## config.mk

```make
export PLATFORM = sky130hd
export DESIGN_NAME = mc_ctrl
export DESIGN_NICKNAME = d
export VERILOG_FILES = /design/src/rtl/mc_ctrl.sv
export SDC_FILE = /design/constraint.sdc
export NUM_CORES = 1
export LEC_CHECK = 0
export CORE_MARGIN = 2
export CORE_UTILIZATION = 38
export CTS_CLUSTER_DIAMETER = 120
export DETAILED_ROUTE_END_ITERATION = 8
export GPL_TIMING_DRIVEN = 0
export PLACE_DENSITY = 0.85
export SLEW_MARGIN = 25
export SYNTH_ARGS = -nofsm -noshare
export SYNTH_HDL_FRONTEND = slang
export SYNTH_SLANG_ARGS = --single-unit
```

## constraint.sdc

```tcl
create_clock -name clk -period 3.7 [get_ports clk]
set_input_delay 0.74 -clock clk [delete_from_list [all_inputs] [get_ports clk]]
set_output_delay 0.74 -clock clk [all_outputs]
set_load 0.05 [all_outputs]
```

## src/rtl/mc_ctrl.sv

```systemverilog
// Multi-cycle MIPS main control: sequences fetch/decode/execute/memory/writeback
// and drives PC, IR, register file, data memory, ALU, extender and mux controls.
module mc_ctrl (
    input  logic       clk,
    input  logic       rst,
    input  logic [5:0] Op,
    input  logic [5:0] Funct,
    input  logic       Zero,
    output logic       PCWr,
    output logic       IRWr,
    output logic [1:0] NPCOp,
    output logic       RFWr,
    output logic       DMWr,
    output logic [1:0] ALUOp,
    output logic [1:0] EXTOp,
    output logic       BSel,
    output logic [1:0] GPRSel,
    output logic [1:0] WDSel,
    output logic       Illegal,
    output logic [3:0] State
);

    typedef enum logic [3:0] {
        FETCH  = 4'd0,
        DCD    = 4'd1,
        MA     = 4'd2,
        MR     = 4'd3,
        MW     = 4'd4,
        WBM    = 4'd5,
        EXE    = 4'd6,
        WBA    = 4'd7,
        BRANCH = 4'd8,
        JUMP   = 4'd9
    } state_t;

    state_t state, state_nxt;
    logic   pc_wr, ir_wr, rf_wr, dm_wr, ill;

    logic is_r, is_addu, is_subu, is_jr, is_ori, is_lui;
    logic is_lw, is_sw, is_beq, is_j, is_jal;

    assign is_r    = (Op == 6'b000000);
    assign is_addu = is_r && (Funct == 6'b100001);
    assign is_subu = is_r && (Funct == 6'b100011);
    assign is_jr   = is_r && (Funct == 6'b001000);
    assign is_ori  = (Op == 6'b001101);
    assign is_lui  = (Op == 6'b001111);
    assign is_lw   = (Op == 6'b100011);
    assign is_sw   = (Op == 6'b101011);
    assign is_beq  = (Op == 6'b000100);
    assign is_j    = (Op == 6'b000010);
    assign is_jal  = (Op == 6'b000011);

    always_ff @(posedge clk or posedge rst) begin
        if (rst) state <= FETCH;
        else     state <= state_nxt;
    end

    always_comb begin
        state_nxt = FETCH;
        pc_wr     = 1'b0;
        ir_wr     = 1'b0;
        rf_wr     = 1'b0;
        dm_wr     = 1'b0;
        ill       = 1'b0;
        NPCOp     = 2'b00;
        ALUOp     = 2'b00;
        EXTOp     = 2'b00;
        BSel      = 1'b0;
        GPRSel    = 2'b00;
        WDSel     = 2'b00;
        case (state)
            FETCH: begin
                pc_wr     = 1'b1;
                ir_wr     = 1'b1;
                state_nxt = DCD;
            end
            DCD: begin
                if (is_lw || is_sw)                         state_nxt = MA;
                else if (is_addu || is_subu || is_ori || is_lui) state_nxt = EXE;
                else if (is_beq)                            state_nxt = BRANCH;
                else if (is_j || is_jal || is_jr)           state_nxt = JUMP;
                else begin
                    state_nxt = FETCH;
                    ill       = 1'b1;
                end
            end
            MA, MR, MW: begin
                // Address computation is held through the memory access cycle.
                BSel  = 1'b1;
                EXTOp = 2'b01;
                if (state == MA)      state_nxt = is_lw ? MR : (is_sw ? MW : FETCH);
                else if (state == MR) state_nxt = WBM;
                else                  dm_wr     = 1'b1;
            end
            WBM: begin
                rf_wr  = 1'b1;
                GPRSel = 2'b01;
                WDSel  = 2'b01;
            end
            EXE, WBA: begin
                if (is_subu) ALUOp = 2'b01;
                if (is_ori || is_lui) begin
                    ALUOp = 2'b10;
                    BSel  = 1'b1;
                    EXTOp = is_lui ? 2'b10 : 2'b00;
                end
                if (state == EXE) state_nxt = WBA;
                else begin
                    rf_wr  = 1'b1;
                    GPRSel = is_r ? 2'b00 : 2'b01;
                end
            end
            BRANCH: begin
                ALUOp = 2'b01;
                NPCOp = 2'b01;
                pc_wr = Zero;
            end
            JUMP: begin
                pc_wr = 1'b1;
                NPCOp = is_jr ? 2'b11 : 2'b10;
                if (is_jal) begin
                    rf_wr  = 1'b1;
                    GPRSel = 2'b10;
                    WDSel  = 2'b10;
                end
            end
            default: state_nxt = FETCH;
        endcase
    end

    // Write enables are gated by rst so an aborted instruction commits nothing.
    assign PCWr    = pc_wr & ~rst;
    assign IRWr    = ir_wr & ~rst;
    assign RFWr    = rf_wr & ~rst;
    assign DMWr    = dm_wr & ~rst;
    assign Illegal = ill & ~rst;
    assign State   = state;

endmodule

```

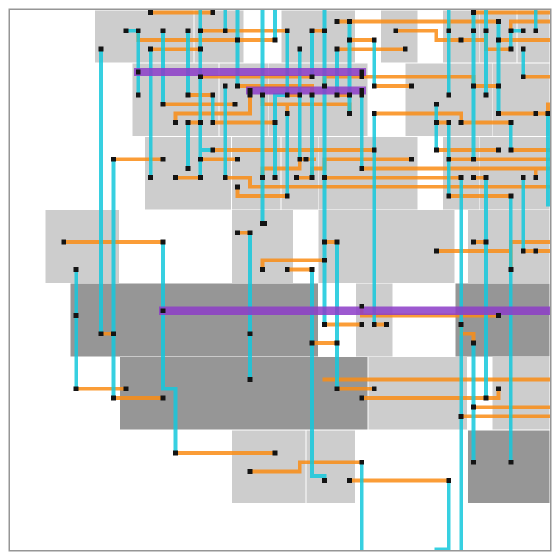
Figure 1: zoomed window.
Region (1, 1) to (21, 21) um. Cells in grey, sequential cells in the stronger grey; small squares are vias.
cyan -> M2
purple -> M3
orange -> M1
cells with their middle in the window = 29
netlist names of flops here include = State (2)
sequential cells in the window = 2
most frequent = clkdlybuf4s50_1 (3)

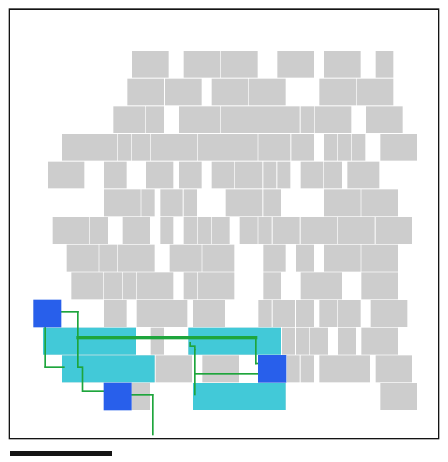
Figure 2: clock distribution.
Bar = 10 um.
green -> clock wires  # length 64.6 um
cyan -> flip-flops  # count 4
blue -> clock-net drivers  # count 3
routed clock nets = 4
Latency at later pin: 230 ps
clock network power: 0.0000531 W
clock network fraction of total power: 15.2%
post-route clock skew: 4.01 ps

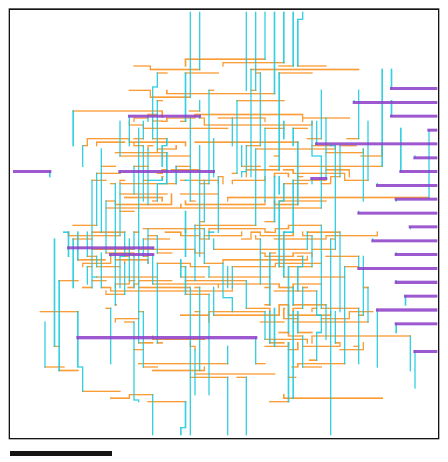
Figure 3: wiring by layer.
Bar = 10 um.
purple -> M3  # wire length 142 um
orange -> M1  # wire length 760 um
cyan -> M2  # wire length 743 um
per-cell routed wire length: 13.1 um
global-route usage over all layers: 18.6%

==> Changelog: implementation <==
## Flow update

* Clock net sink count at 4
* Buffers plus inverters on the worst setup path at 2
* Number of antenna violations at the first check in global routing at 0
* Layout area overhead at 69.5%
* CTS Buf Count at 3
* Fraction of area in clock buffers and inverters at 2.41%
* Layout fillers at about 110
* Worst Slack Setup Final at 71.8 ps
* Power per cell area at 374 mW/mm2
* DR vias/cell at 5.62
* Internal power at between 0.00015 and 0.0002 W
* Clock input transition at the sequential cells of the worst setup and hold paths at 40 ps
* Non-CTS buffers at 38
* Critical path class: in2out
* Clock Path Buffers at 2
* Vias in the first global route at 576
* Post-DP Area at 910 um2
* Run status: finished, final reports clean
* Startpoint types: input pin
* Cell breakdown of the critical path: clkdlybuf4s50_1, or4_4, nor4_4, nand3_1, nand2_1, clkdlybuf4s15_1
* Met1 demand-to-capacity share in global routing at 25.1%
* Share of final-layout standard cells stronger than drive strength 1 at 18.2%
* Gate count of the mapped netlist at about 73
* Net count, final at 127
* Sequential cell fraction of total power at roughly 17%
* Number of flip-flops in the largest register at 4
* Post-synth regs at 4
* Slew at the pin with the worst max-slew slack at 507 ps
* Vias after detailed routing at 703
* Die Wd at around 42 um
* Seq_cells at 4
* # IOs at 35
* Weighted congestion reported at the end of routability-driven placement at 0.815
* Placed wire-length estimate after detailed placement at 1350 um
* Number of violations of the max-capacitance limit at 0
* Combinational Gates at 59
* F_max at 0.276 GHz
* Final hold violation count at 0
* Post-synth top flop: dfrtp_1
* Non-clock buffer share of cell area at between 30% and 40%
* Worst setup timing slack at the placement stage at -261 ps
* Cell area after synthesis at 551 um2
* Worst slew slack as a fraction of its limit at about 66%
* Met3 GRT Util at 6.90%
* CP max stage cell: or4_4
* Post-synth tally of flip-flops with integrated enable at 0
* Top cell type's share of synthesized area at between 15 and 20%
* Synthesized area divided by synthesized cell count at roughly 7.5 um2
* Ratio of final minimum period to clock period at 98.1%
* Total number of yosys warnings at 0
* Worst hold-check slack at between 700 and 800 ps
* Worst EP required at just under 3000 ps
* Cell at the root of the clock tree: clkbuf_4
* Drt first pass iters at 4
* Wire length on met1 at 759 um
* Cell kind with the greatest summed area: logic gates
* Total Power Consumption at 0.000349 W
* Footprint of the flip-flops and latches at 100 um2
* Minimum setup slack among reg-to-reg paths at about 2200 ps
* Final Routed Wirelength at 1640 um
* Worst voltage drop across the vdd grid at 0.364 mV
* Diodes inserted at 0
[kinds of logic (layout without fill, tap and decap cells)]
family                 after synthesis  after routing  share of synthesized area (%)
DFF                                  4              4                           18.2
and+or+nand+nor                     45             45                           51.8
AOI/OAI and AO/OA                   14             14                           18.2
buffers and inverters               10             47                           11.8
[tightest hold or removal path, cell delays in order, from the launching register on]
cell and delay [ps]:
dfrtp_1 380, clkbuf_8 180, o32ai_1 90
[worst max path at each step]
stage | end | startpoint | depth (start not counted) | slack [ps]
final | NPCOp[0] | Op[0] | 6 | 70
after global routing | NPCOp[0] | Op[0] | 6 | 8
after CTS | Illegal | Op[0] | 6 | 10
after detailed placement | Illegal | Op[0] | 6 | -260
after global placement | Illegal | Op[0] | 6 | -260
after floorplan | BSel | State[1] | 4 | 380
[synthesized netlist by cell type (2+ instances only)]
library cell  instances
clkbuf_8              2
inv_1                 6
a21oi_1               5
nor4_1                2
nand2_1               6
nand3_1               3
nor2_1                8
or2b_2                3
nand4_1               3
o32ai_1               2
nor3_1                6
and3_1                4
dfrtp_1               4
[power by group through the flow]
stage / clock network [W] / logic (W) / registers, W
after global routing: 0.0000583 / 0.000250 / 0.0000601
after detailed placement: 0 / 0.000240 / 0.0000594
after floorplan: 0 / 0.000135 / 0.0000840
after CTS: 0.0000557 / 0.000237 / 0.0000585
final: 0.0000531 / 0.000238 / 0.0000583
after global placement: 0 / 0.000236 / 0.0000583
[timing repair]
item                                    in CTS  in global routing
endpoints found under the setup margin       4                  5
buffers inserted                             0                  0
pin swaps                                    0                  0
gates resized                                4                  7
Power figures rest on the tool's default switching activity, not on a simulated workload.
